### config.mk
export PLATFORM = sky130hd
export DESIGN_NAME = mem_compare_engine
export DESIGN_NICKNAME = d
export VERILOG_FILES = /design/src/rtl/mem_compare_engine.sv
export SDC_FILE = /design/constraint.sdc
export NUM_CORES = 1
export LEC_CHECK = 0
export CAP_MARGIN = 10
export CORE_MARGIN = 4
export CORE_UTILIZATION = 33
export DETAILED_ROUTE_END_ITERATION = 16
export PLACE_DENSITY = 0.69
export SKIP_LAST_GASP = 1
export SYNTH_ARGS = -nofsm -noshare
export SYNTH_HDL_FRONTEND = slang
export SYNTH_SLANG_ARGS = --single-unit
### constraint.sdc
create_clock -name sys_clk -period 2.73 [get_ports sys_clk]
set_clock_uncertainty 0.1 [all_clocks]
set_input_delay 0.273 -clock sys_clk [delete_from_list [all_inputs] [get_ports sys_clk]]
set_output_delay 0.273 -clock sys_clk [all_outputs]
set_load 0.05 [all_outputs]
### src/rtl/mem_compare_engine.sv
// rtl/mem_compare_engine.sv - lock-step masked compare of a device memory window against a gold memory
module mem_compare_engine #(
  parameter int DATA_WIDTH = 32,
  parameter int ADDR_WIDTH = 10
) (
  input  logic                  sys_clk,
  input  logic                  sys_rst,
  input  logic                  start,
  input  logic                  stop_first,
  input  logic [ADDR_WIDTH-1:0] base_addr,
  input  logic [ADDR_WIDTH:0]   word_count,
  input  logic [DATA_WIDTH-1:0] cmp_mask,
  output logic                  mem_rd_en,
  output logic [ADDR_WIDTH-1:0] mem_rd_addr,
  input  logic [DATA_WIDTH-1:0] dut_rd_data,
  input  logic [DATA_WIDTH-1:0] gold_rd_data,
  output logic                  busy,
  output logic                  done,
  output logic                  pass,
  output logic [ADDR_WIDTH:0]   error_count,
  output logic [ADDR_WIDTH:0]   words_checked,
  output logic                  first_err_valid,
  output logic [ADDR_WIDTH-1:0] first_err_addr,
  output logic [DATA_WIDTH-1:0] first_err_dut,
  output logic [DATA_WIDTH-1:0] first_err_gold
);

  typedef enum logic [1:0] {S_IDLE, S_READ, S_DRAIN, S_DONE} state_t;

  localparam logic [ADDR_WIDTH:0]   CNT_ONE  = 1;
  localparam logic [ADDR_WIDTH-1:0] ADDR_ONE = 1;

  state_t                state_q;
  logic                  rd_en_q, busy_q, done_q, pass_q, stop_q, fev_q;
  logic [ADDR_WIDTH-1:0] rd_addr_q, cmp_addr_q, faddr_q;
  logic [ADDR_WIDTH:0]   rem_q, err_q, words_q;
  logic [DATA_WIDTH-1:0] mask_q, fdut_q, fgold_q;
  logic                  cmp_pending_q;
  logic                  mismatch_d;
  logic [ADDR_WIDTH:0]   err_d;

  // Read data returns one cycle after the strobe, so the compare tracks the previous read.
  always_comb begin
    mismatch_d = cmp_pending_q && (((dut_rd_data ^ gold_rd_data) & mask_q) != '0);
    err_d      = mismatch_d ? err_q + CNT_ONE : err_q;
  end

  always_ff @(posedge sys_clk) begin
    if (sys_rst) begin
      state_q       <= S_IDLE;
      rd_en_q       <= 1'b0;
      rd_addr_q     <= '0;
      cmp_addr_q    <= '0;
      cmp_pending_q <= 1'b0;
      rem_q         <= '0;
      mask_q        <= '0;
      stop_q        <= 1'b0;
      busy_q        <= 1'b0;
      done_q        <= 1'b0;
      pass_q        <= 1'b0;
      err_q         <= '0;
      words_q       <= '0;
      fev_q         <= 1'b0;
      faddr_q       <= '0;
      fdut_q        <= '0;
      fgold_q       <= '0;
    end else begin
      if (cmp_pending_q) begin
        words_q <= words_q + CNT_ONE;
        err_q   <= err_d;
        if (mismatch_d && !fev_q) begin
          fev_q   <= 1'b1;
          faddr_q <= cmp_addr_q;
          fdut_q  <= dut_rd_data;
          fgold_q <= gold_rd_data;
        end
      end
      cmp_pending_q <= 1'b0;
      cmp_addr_q    <= rd_addr_q;

      case (state_q)
        S_IDLE: begin
          if (start) begin
            mask_q  <= cmp_mask;
            stop_q  <= stop_first;
            busy_q  <= 1'b1;
            err_q   <= '0;
            words_q <= '0;
            fev_q   <= 1'b0;
            faddr_q <= '0;
            fdut_q  <= '0;
            fgold_q <= '0;
            if (word_count == '0) begin
              state_q <= S_DONE;
              done_q  <= 1'b1;
              pass_q  <= 1'b1;
            end else begin
              state_q   <= S_READ;
              pass_q    <= 1'b0;
              rd_en_q   <= 1'b1;
              rd_addr_q <= base_addr;
              rem_q     <= word_count - CNT_ONE;
            end
          end
        end
        S_READ: begin
          cmp_pending_q <= 1'b1;
          if (stop_q && mismatch_d) begin
            // The read issued this cycle is abandoned: its compare never happens.
            cmp_pending_q <= 1'b0;
            rd_en_q       <= 1'b0;
            done_q        <= 1'b1;
            pass_q        <= 1'b0;
            state_q       <= S_DONE;
          end else if (rem_q == '0) begin
            rd_en_q <= 1'b0;
            state_q <= S_DRAIN;
          end else begin
            rd_addr_q <= rd_addr_q + ADDR_ONE;
            rem_q     <= rem_q - CNT_ONE;
          end
        end
        S_DRAIN: begin
          done_q  <= 1'b1;
          pass_q  <= (err_d == '0);
          state_q <= S_DONE;
        end
        S_DONE: begin
          done_q  <= 1'b0;
          busy_q  <= 1'b0;
          state_q <= S_IDLE;
        end
        default: state_q <= S_IDLE;
      endcase
    end
  end

  assign mem_rd_en       = rd_en_q;
  assign mem_rd_addr     = rd_addr_q;
  assign busy            = busy_q;
  assign done            = done_q;
  assign pass            = pass_q;
  assign error_count     = err_q;
  assign words_checked   = words_q;
  assign first_err_valid = fev_q;
  assign first_err_addr  = faddr_q;
  assign first_err_dut   = fdut_q;
  assign first_err_gold  = fgold_q;

endmodule
Fig. 1: run 1, clock network drawn from the DEF
Bar = 50 µm.
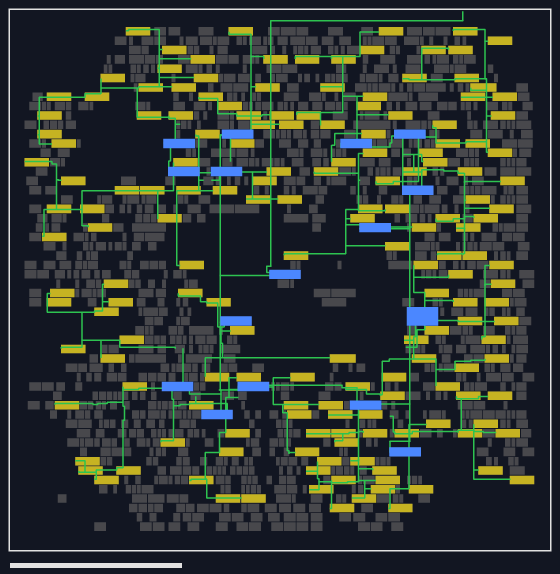
yellow -> flip-flops  # count 168
green -> clock wires  # length 2240 µm
blue -> clock-net drivers  # count 17
flops lie = all over the die

Fig. 2: run 1, the clock network
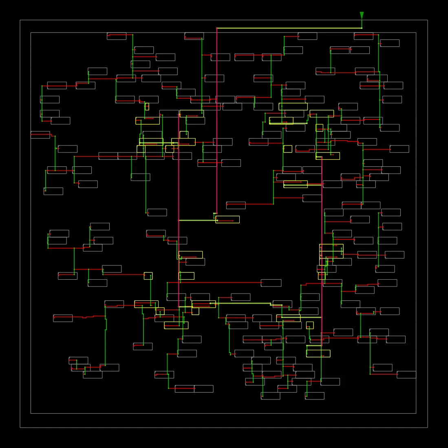
clock sinks: 168
CTS Buf Count: 17
clock-net power: 2350 µW
Clock Latency Late Sink: 430 ps

Fig. 3: run 1, logic cells by family
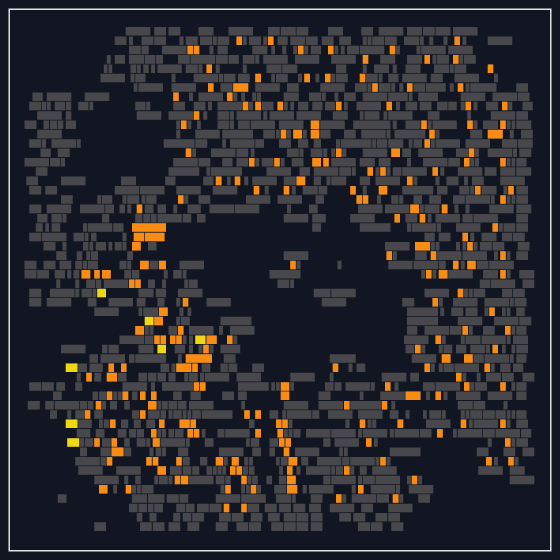
orange -> aoi and oai cells  # cells 208, most used a21oi_1, where all over the die
yellow -> non-inverting ao/oa cells  # cells 7

Fig. 4: run 1, I/O nets highlighted
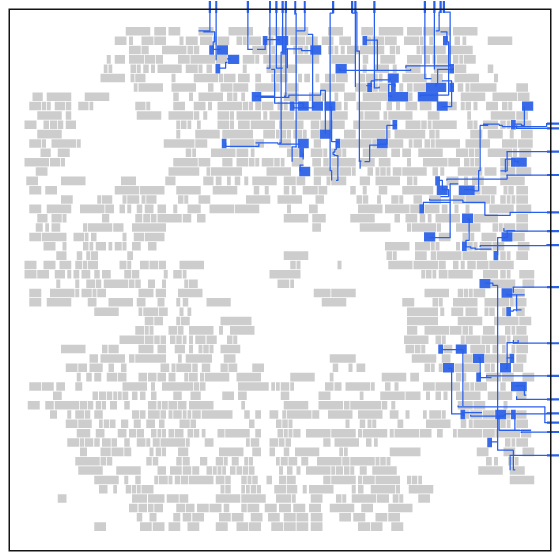
blue -> dut_rd_data  # direction input, edge 17 top, 15 right, end cells 64, buffers 34, wire 1300 µm

==> flow_summary.ini, run 1 <==
; flow metrics
[setup_path]
cp_num_buf_inv = 1
start_kind = input pin
r2r_slack_ps = -10
path_class = input pin to flop
crit_start = gold_rd_data[6]

[final_layout]
dominant_cells = logic gates
comb_cells = 706
regArea_mm2 = 0.003366
fin_cells = 1497
finalInstanceArea_mm2 = 0.01118
comb_area_share_pct = 34.28
area_delta_synth_final_pct = 52.31
num-clock-buffers = 18
lay_top_count = nand2_1
nNetsFinal = 1332

[outcome]
violations = negative setup slack
status = complete, but fails checks

[power]
p_seq_uw = 3100
maxPowerGroup = combinational cells
intPower_uw = 5755

[synthesis]
synth-edff-count = 0
xor_share_pct = 6.321
common_cells = nand2_1 (253), dfxtp_1 (168), a21oi_1 (146)
fp_nets = 1070
mux_area_share_pct = 1.278

[clocking]
htree_num_levels = 4
clk_pin_slew_ps = 70

[final_timing]
setup_viol = 1
setup_slack_ps = -78.76

[floorplan]
row_count = 54

[route]
dr.pass1.iters = 6
==> inputs of run 2 (changes only) <==
CELL_PAD_IN_SITES_DETAIL_PLACEMENT = 1   (was not set)
CELL_PAD_IN_SITES_GLOBAL_PLACEMENT = 1   (was not set)
CORE_UTILIZATION = 30   (was 33)
PLACE_DENSITY = 0.83   (was 0.69)
Fig. 5: run 2, I/O nets highlighted
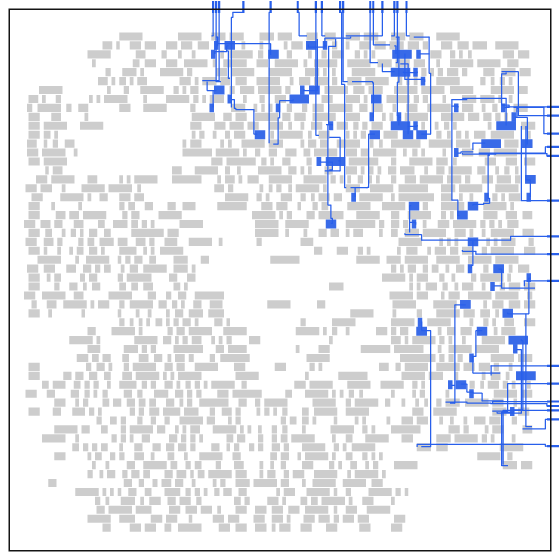
blue -> dut_rd_data  # direction input, edge 16 top, 16 right, end cells 64, buffers 33, wire 1580 µm

==> flow_summary.ini, run 2 <==
; flow metrics
[power]
pg_clk_uw = 2460
p_seq_uw = 3110
maxPowerGroup = combinational cells
intPower_uw = 6035

[setup_path]
start_kind = input pin
path_class = input pin to flop
r2r_slack_ps = 80
crit_start = dut_rd_data[0]
cp.depth = 10

[final_layout]
area_delta_synth_final_pct = 56.81
comb_cells = 706
regArea_mm2 = 0.003363
nNetsFinal = 1341
fin_cells = 1547
dominant_cells = logic gates
lay_top_count = nand2_1
comb_area_share_pct = 34.17
num-clock-buffers = 19
finalInstanceArea_mm2 = 0.01151
layout-drive-gt1-share_pct = 12.65

[clocking]
clkSinkCount = 168
cts-buffers-inserted = 17
clk_latency_ps = 430
htree_num_levels = 4
clk_pin_slew_ps = 70

[final_timing]
setup_slack_ps = 24.77
setup_viol = 0

[synthesis]
fp_nets = 1070
xor_share_pct = 6.321
ys_seq_share_pct = 45.80
synth.distinct_cells = 49
synth-edff-count = 0
common_cells = nand2_1 (253), dfxtp_1 (168), a21oi_1 (146)
ys.flop_type = dfxtp_1

[worst_hold_path]
min_path_cells = 3

[route]
dr.pass1.iters = 4

[outcome]
status = finished clean

[floorplan]
row_count = 56
==> inputs of run 3 (changes only) <==
CTS_CLUSTER_SIZE = 24   (was not set)
==> flow_summary.ini, run 3 <==
; flow metrics
[setup_path]
path_class = input pin to flop
r2r_slack_ps = 80
cp.depth = 10
start_kind = input pin

[clocking]
clkSinkCount = 168
clk_latency_ps = 430
cts-buffers-inserted = 17

[synthesis]
common_cells = nand2_1 (253), dfxtp_1 (168), a21oi_1 (146)
ys.flop_type = dfxtp_1
synth-edff-count = 0
fp_nets = 1070
xor_share_pct = 6.321
ys_seq_share_pct = 45.80
mux_area_share_pct = 1.278

[outcome]
status = finished clean

[final_layout]
lay_top_count = nand2_1
layout-drive-gt1-share_pct = 12.65
dominant_cells = logic gates
finalInstanceArea_mm2 = 0.01151
num-clock-buffers = 19
fin_cells = 1547

[power]
p_seq_uw = 3110
intPower_uw = 6035
maxPowerGroup = combinational cells

[final_timing]
setup_slack_ps = 24.77
setup_viol = 0

[route]
dr.pass1.iters = 4

[floorplan]
row_count = 56
Fig. 6: run 3, the clock network
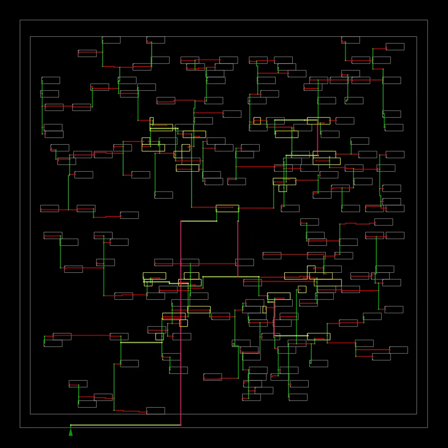
clock-net power: 2460 µW
FF+latch count: 168

Power figures rest on the tool's default switching activity, not on a simulated workload.
